<file path="config.mk">
export PLATFORM = sky130hd
export DESIGN_NAME = jtpopeye_sdram_arb
export DESIGN_NICKNAME = d
export VERILOG_FILES = /design/src/rtl/jtpopeye_pkg.sv /design/src/rtl/jtpopeye_sdram_slot.sv /design/src/rtl/jtpopeye_sdram_arb.sv
export SDC_FILE = /design/constraint.sdc
export NUM_CORES = 1
export LEC_CHECK = 0
export CAP_MARGIN = 20
export CORE_MARGIN = 4
export CORE_UTILIZATION = 51
export DETAILED_ROUTE_END_ITERATION = 6
export PLACE_DENSITY_LB_ADDON = 0.2
export REMOVE_ABC_BUFFERS = 1
export SLEW_MARGIN = 30
export SYNTH_ARGS = -nofsm -noshare
export SYNTH_HDL_FRONTEND = slang
export SYNTH_SLANG_ARGS = --single-unit
</file>
<file path="constraint.sdc">
create_clock -name clk -period 2.8 [get_ports clk]
set_input_delay 0.28 -clock clk [delete_from_list [all_inputs] [get_ports clk]]
set_output_delay 0.28 -clock clk [all_outputs]
set_load 0.1 [all_outputs]
</file>
<file path="src/rtl/jtpopeye_pkg.sv">
// Shared definitions for the Popeye SDRAM read arbiter.
//   arb_state_t    : arbiter FSM states
//   SDRAM_AW/DW    : SDRAM word-address and data widths
//   *_OFFSET_DEF   : default SDRAM word bases of the CPU and object ROMs
package jtpopeye_pkg;

  typedef enum logic [1:0] {
    IDLE     = 2'd0,
    WAIT_ACK = 2'd1,
    WAIT_RDY = 2'd2
  } arb_state_t;

  localparam int SDRAM_AW = 22;
  localparam int SDRAM_DW = 32;

  localparam logic [SDRAM_AW-1:0] CPU_OFFSET_DEF = 22'h00_0000;
  localparam logic [SDRAM_AW-1:0] OBJ_OFFSET_DEF = 22'h00_2000;

endpackage

</file>
<file path="src/rtl/jtpopeye_sdram_slot.sv">
// One requester's landing slot: the last word read from SDRAM, the address
// it was read for, and a valid flag. ok is combinational so a requester sees
// its data the cycle after the write without an extra register stage.
//   clk, rst_n       : clock, synchronous active-low reset
//   we               : store we_addr/we_data and mark the slot valid
//   cs, addr         : requester enable and its current lookup address
//   data             : stored word, held until the next write
//   ok               : cs high, slot valid and stored address == addr
module jtpopeye_sdram_slot
  import jtpopeye_pkg::*;
#(
  parameter int AW     = 13,
  parameter int DATA_W = SDRAM_DW
) (
  input  logic              clk,
  input  logic              rst_n,
  input  logic              we,
  input  logic [AW-1:0]     we_addr,
  input  logic [DATA_W-1:0] we_data,
  input  logic              cs,
  input  logic [AW-1:0]     addr,
  output logic [DATA_W-1:0] data,
  output logic              ok
);

  logic          valid;
  logic [AW-1:0] sto_addr;

  always_ff @(posedge clk) begin
    if (!rst_n) begin
      valid    <= 1'b0;
      sto_addr <= '0;
      data     <= '0;
    end else if (we) begin
      valid    <= 1'b1;
      sto_addr <= we_addr;
      data     <= we_data;
    end
  end

  assign ok = cs & valid & (sto_addr == addr);

endmodule

</file>
<file path="src/rtl/jtpopeye_sdram_arb.sv">
// SDRAM read arbiter between the main CPU ROM and the object ROM fetcher.
// One read is in flight at a time; the object fetcher normally wins, but
// after MAX_OBJ back-to-back object grants with the CPU waiting the CPU is
// served.
//   clk, rst_n              : clock, synchronous active-low reset
//   cpu_cs/cpu_addr         : CPU byte-address request (level)
//   cpu_data/cpu_ok         : selected byte lane and its validity
//   obj_cs/obj_addr         : object word-address request (level)
//   objrom_data/obj_ok      : fetched object word and its validity
//   sdram_req/addr/ack      : request handshake to the SDRAM controller
//   sdram_rdy/sdram_dout    : one-cycle read-data strobe and data
// Build option: define JTPOPEYE_CPU_CACHE_EN to make the CPU slot a one-word
// cache (hits on any byte of the stored word); otherwise every new CPU byte
// address triggers its own SDRAM read.
module jtpopeye_sdram_arb
  import jtpopeye_pkg::*;
#(
  parameter logic [SDRAM_AW-1:0] CPU_OFFSET = CPU_OFFSET_DEF,
  parameter logic [SDRAM_AW-1:0] OBJ_OFFSET = OBJ_OFFSET_DEF,
  parameter int                  MAX_OBJ    = 2
) (
  input  logic                clk,
  input  logic                rst_n,
  input  logic                cpu_cs,
  input  logic [14:0]         cpu_addr,
  output logic [7:0]          cpu_data,
  output logic                cpu_ok,
  input  logic                obj_cs,
  input  logic [12:0]         obj_addr,
  output logic [31:0]         objrom_data,
  output logic                obj_ok,
  output logic                sdram_req,
  output logic [SDRAM_AW-1:0] sdram_addr,
  input  logic                sdram_ack,
  input  logic                sdram_rdy,
  input  logic [31:0]         sdram_dout
);

  localparam logic [7:0] MAX_C = 8'(MAX_OBJ);

`ifdef JTPOPEYE_CPU_CACHE_EN
  localparam int CPU_KW = 13;
  logic [CPU_KW-1:0] cpu_key;
  assign cpu_key = cpu_addr[14:2];
`else
  localparam int CPU_KW = 15;
  logic [CPU_KW-1:0] cpu_key;
  assign cpu_key = cpu_addr;
`endif

  arb_state_t          state, state_nxt;
  logic                req_nxt;
  logic [SDRAM_AW-1:0] addr_nxt;
  logic                win_cpu, win_cpu_nxt;
  logic [CPU_KW-1:0]   cap_cpu, cap_cpu_nxt;
  logic [12:0]         cap_obj, cap_obj_nxt;
  logic [7:0]          obj_cnt, obj_cnt_nxt;
  logic                grant, done;
  logic                cpu_pend, obj_pend, cpu_wins;
  logic [31:0]         cpu_word;

  assign cpu_pend = cpu_cs & ~cpu_ok;
  assign obj_pend = obj_cs & ~obj_ok;
  // The CPU only overtakes once the object streak has reached the limit.
  assign cpu_wins = cpu_pend & (~obj_pend | (obj_cnt >= MAX_C));

  always_comb begin
    state_nxt   = state;
    req_nxt     = sdram_req;
    addr_nxt    = sdram_addr;
    win_cpu_nxt = win_cpu;
    cap_cpu_nxt = cap_cpu;
    cap_obj_nxt = cap_obj;
    grant       = 1'b0;
    done        = 1'b0;
    case (state)
      IDLE: begin
        if (cpu_pend | obj_pend) begin
          grant       = 1'b1;
          win_cpu_nxt = cpu_wins;
          req_nxt     = 1'b1;
          state_nxt   = WAIT_ACK;
          if (cpu_wins) begin
            cap_cpu_nxt = cpu_key;
            addr_nxt    = CPU_OFFSET + SDRAM_AW'(cpu_addr[14:2]);
          end else begin
            cap_obj_nxt = obj_addr;
            addr_nxt    = OBJ_OFFSET + SDRAM_AW'(obj_addr);
          end
        end
      end
      WAIT_ACK: begin
        if (sdram_ack) begin
          req_nxt = 1'b0;
          // Data may come back on the acknowledge cycle itself.
          if (sdram_rdy) begin
            done      = 1'b1;
            state_nxt = IDLE;
          end else begin
            state_nxt = WAIT_RDY;
          end
        end
      end
      WAIT_RDY: begin
        if (sdram_rdy) begin
          done      = 1'b1;
          state_nxt = IDLE;
        end
      end
      default: state_nxt = IDLE;
    endcase

    // Object streak only counts grants made while the CPU is kept waiting.
    obj_cnt_nxt = obj_cnt;
    if (!cpu_pend || (grant && cpu_wins)) begin
      obj_cnt_nxt = 8'd0;
    end else if (grant && obj_cnt < MAX_C) begin
      obj_cnt_nxt = obj_cnt + 8'd1;
    end
  end

  always_ff @(posedge clk) begin
    if (!rst_n) begin
      state      <= IDLE;
      sdram_req  <= 1'b0;
      sdram_addr <= '0;
      win_cpu    <= 1'b0;
      cap_cpu    <= '0;
      cap_obj    <= '0;
      obj_cnt    <= 8'd0;
    end else begin
      state      <= state_nxt;
      sdram_req  <= req_nxt;
      sdram_addr <= addr_nxt;
      win_cpu    <= win_cpu_nxt;
      cap_cpu    <= cap_cpu_nxt;
      cap_obj    <= cap_obj_nxt;
      obj_cnt    <= obj_cnt_nxt;
    end
  end

  jtpopeye_sdram_slot #(.AW(CPU_KW)) u_cpu_slot (
    .clk     (clk),
    .rst_n   (rst_n),
    .we      (done & win_cpu),
    .we_addr (cap_cpu),
    .we_data (sdram_dout),
    .cs      (cpu_cs),
    .addr    (cpu_key),
    .data    (cpu_word),
    .ok      (cpu_ok)
  );

  jtpopeye_sdram_slot #(.AW(13)) u_obj_slot (
    .clk     (clk),
    .rst_n   (rst_n),
    .we      (done & ~win_cpu),
    .we_addr (cap_obj),
    .we_data (sdram_dout),
    .cs      (obj_cs),
    .addr    (obj_addr),
    .data    (objrom_data),
    .ok      (obj_ok)
  );

  // Little-endian lane select on the live address, so cached hits pick the
  // right byte without another read.
  assign cpu_data = cpu_word[{cpu_addr[1:0], 3'b000} +: 8];

endmodule

</file>
flops_by_reg.png
The bar under the picture is 20 microns long.
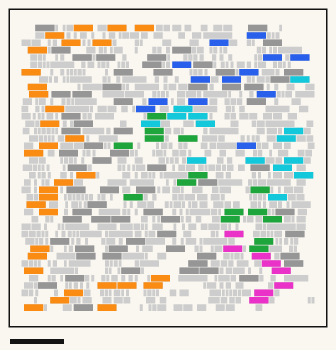
netlist name	colour	placed flops
obj_cnt	magenta	8
cap_cpu	green	15
sdram_addr	cyan	14
u_obj_slot.sto_addr	blue	13
u_obj_slot.data	orange	32
not coloured	66

placement_by_type.png
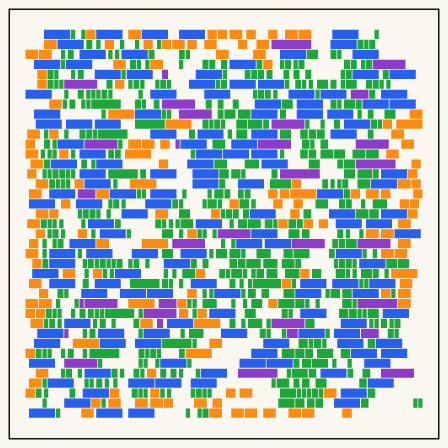
class	colour	cells	share of their area
remaining buffers and delay cells	orange	149	18%
sequential cells	blue	148	37%
clock drivers and dummy loads	purple	32	8.4%
combinational and other logic	green	517	36%

placement.png
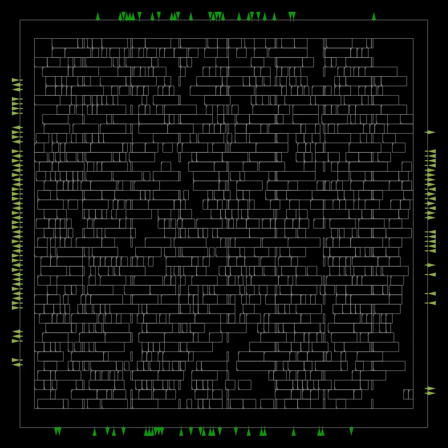
# Taps: 143
flop share of the area: 36.7%
Flops: 148
Row Count: 39
Fillers: 939

layer_met3.png
The bar under the picture is 20 microns long.
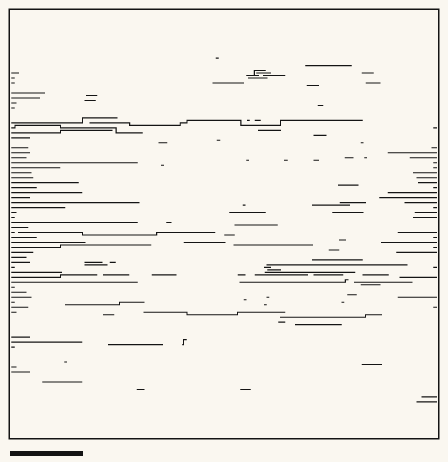
main direction	horizontal
nets with wire on the layer	121

cell_density.png
12 x 12 tiles, from white (low) to dark blue (high), 0 to 100% covered.
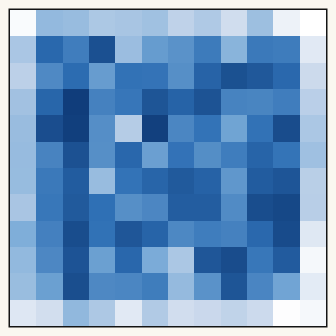
mean over tiles	58%
nearly empty tiles	1.4%
fullest tile	95%
tiles over 75% full	29%
densest ninth of the die	middle

==> out/summary.txt <==
# resized after CTS = 0
Finish-stage setup viols = 0
clock transition at the registers of the reported paths = 60 ps
Power Density = 692 mW/mm^2
met3 GRT Util = 9.46%
CP peak stage delay = 570 ps
postcts setup bufs = 0
Unique cell types = 51
Final HPWL DP = 11,700 microns
I/O Buffers = 122
Seq. cell area = 0.00296 sq mm
fin crit period = 2510 ps
P&R area growth vs syn = 33.8%
placed cell areas = 0.00742 sq mm
EDFF count, synth = 0
H-tree Lvls = 4
Synth top cells by count = nand2_1 (222), dfxtp_1 (148), a21oi_1 (106)
DRT met1 WL = 6640 microns
most frequent cell after synthesis = nand2_1
maximum vdd ir drop = 432 uV
initial antenna violation count = 0
cells in synth_stat.txt = 713
# clk buffers = 24
Setup crit end = cpu_ok
critical path arrival = 2230 ps
Yosys chip area = 0.00604 sq mm
post-synthesis cell area = 0.00604 sq mm
GRT Total Usage = 24.9%
First DRT Iteration DRCs = 447
sequential area share after synthesis = 49.0%
first-pass GRT wire length = 26,300 microns
final count of pins violating max slew = 0
R2R Path End = u_cpu_slot.data[22]$_SDFFE_PN0P_
maximum clock path buffer count = 2
pre-CTS setup slack = 174 ps
Achievable Freq = 399 MHz
outcome = completed
via count = 5,439
Non-clock buffers = 149
synthesized instance count = 713
CP required = 2520 ps
Mean Syn Cell Area = 8.47 sq um
uppermost layer routed = met4
met2 GRT Util = 41.4%
CTS tree = yes
n_diodes = 0
-- layout by cell type, fill, tap and decap left out, types with 12 or more instances in the layout --
cell / netlist / routed
nor3_1: 14 / 14
xor2_1: 13 / 13
clkbuf_16: 0 / 17
a21oi_1: 106 / 106
o21ai_0: 14 / 14
o21bai_1: 13 / 13
clkdlybuf4s50_1: 0 / 65
nand2_1: 222 / 222
nand3_1: 15 / 15
dfxtp_1: 148 / 148
xnor2_1: 15 / 15
buf_4: 12 / 72
buf_12: 0 / 12
-- worst max-delay path: cells and delay by family (launching register included) --
| family | cells | cell delay, ps |
|---|---|---|
| xor gates and xnor gates | 1 | 190 |
| buffers and inverters | 2 | 340 |
| DFF | 1 | 320 |
| and+or+nand+nor | 2 | 940 |
-- report_power, final --
group	total [uW]	internal (uW)	leakage, uW	switching (uW)
Clock	2520	1680	0.000325	849
Sequential	2230	2180	0.00120	48.2
Combinational	838	255	0.00149	583
Total	5590	4110	0.00302	1480
-- cell families after synthesis --
family	share of synthesized area (%)
fa+ha+maj	1.04
simple gates	21.7
xor+xnor	4.06
buf+inv	5.10
other cells	0.0621
flops	49.0
mux	3.48
compound gates	15.5
-- metrics by stage --
stage | total power [uW] | util [%] | instances | hold WS, ps
floorplan | 2800 | - | 665 | 413
global placement | 3090 | 64.5 | 957 | 435
detailed placement | 3110 | 64.5 | 957 | 443
CTS | 5630 | 70.2 | 989 | 424
global route | 5770 | 70.2 | 989 | 432
finish | 5600 | 70.2 | 989 | 436
-- sequential cells by signal (all words and copies together), names as in the netlist, 2 cells and up --
name                 cells
sdram_addr              14
u_obj_slot.data         32
u_cpu_slot.data         32
u_cpu_slot.sto_addr     15
cap_obj                 13
cap_cpu                 15
state                    2
u_obj_slot.sto_addr     13
obj_cnt                  8
Power figures rest on the tool's default switching activity, not on a simulated workload.
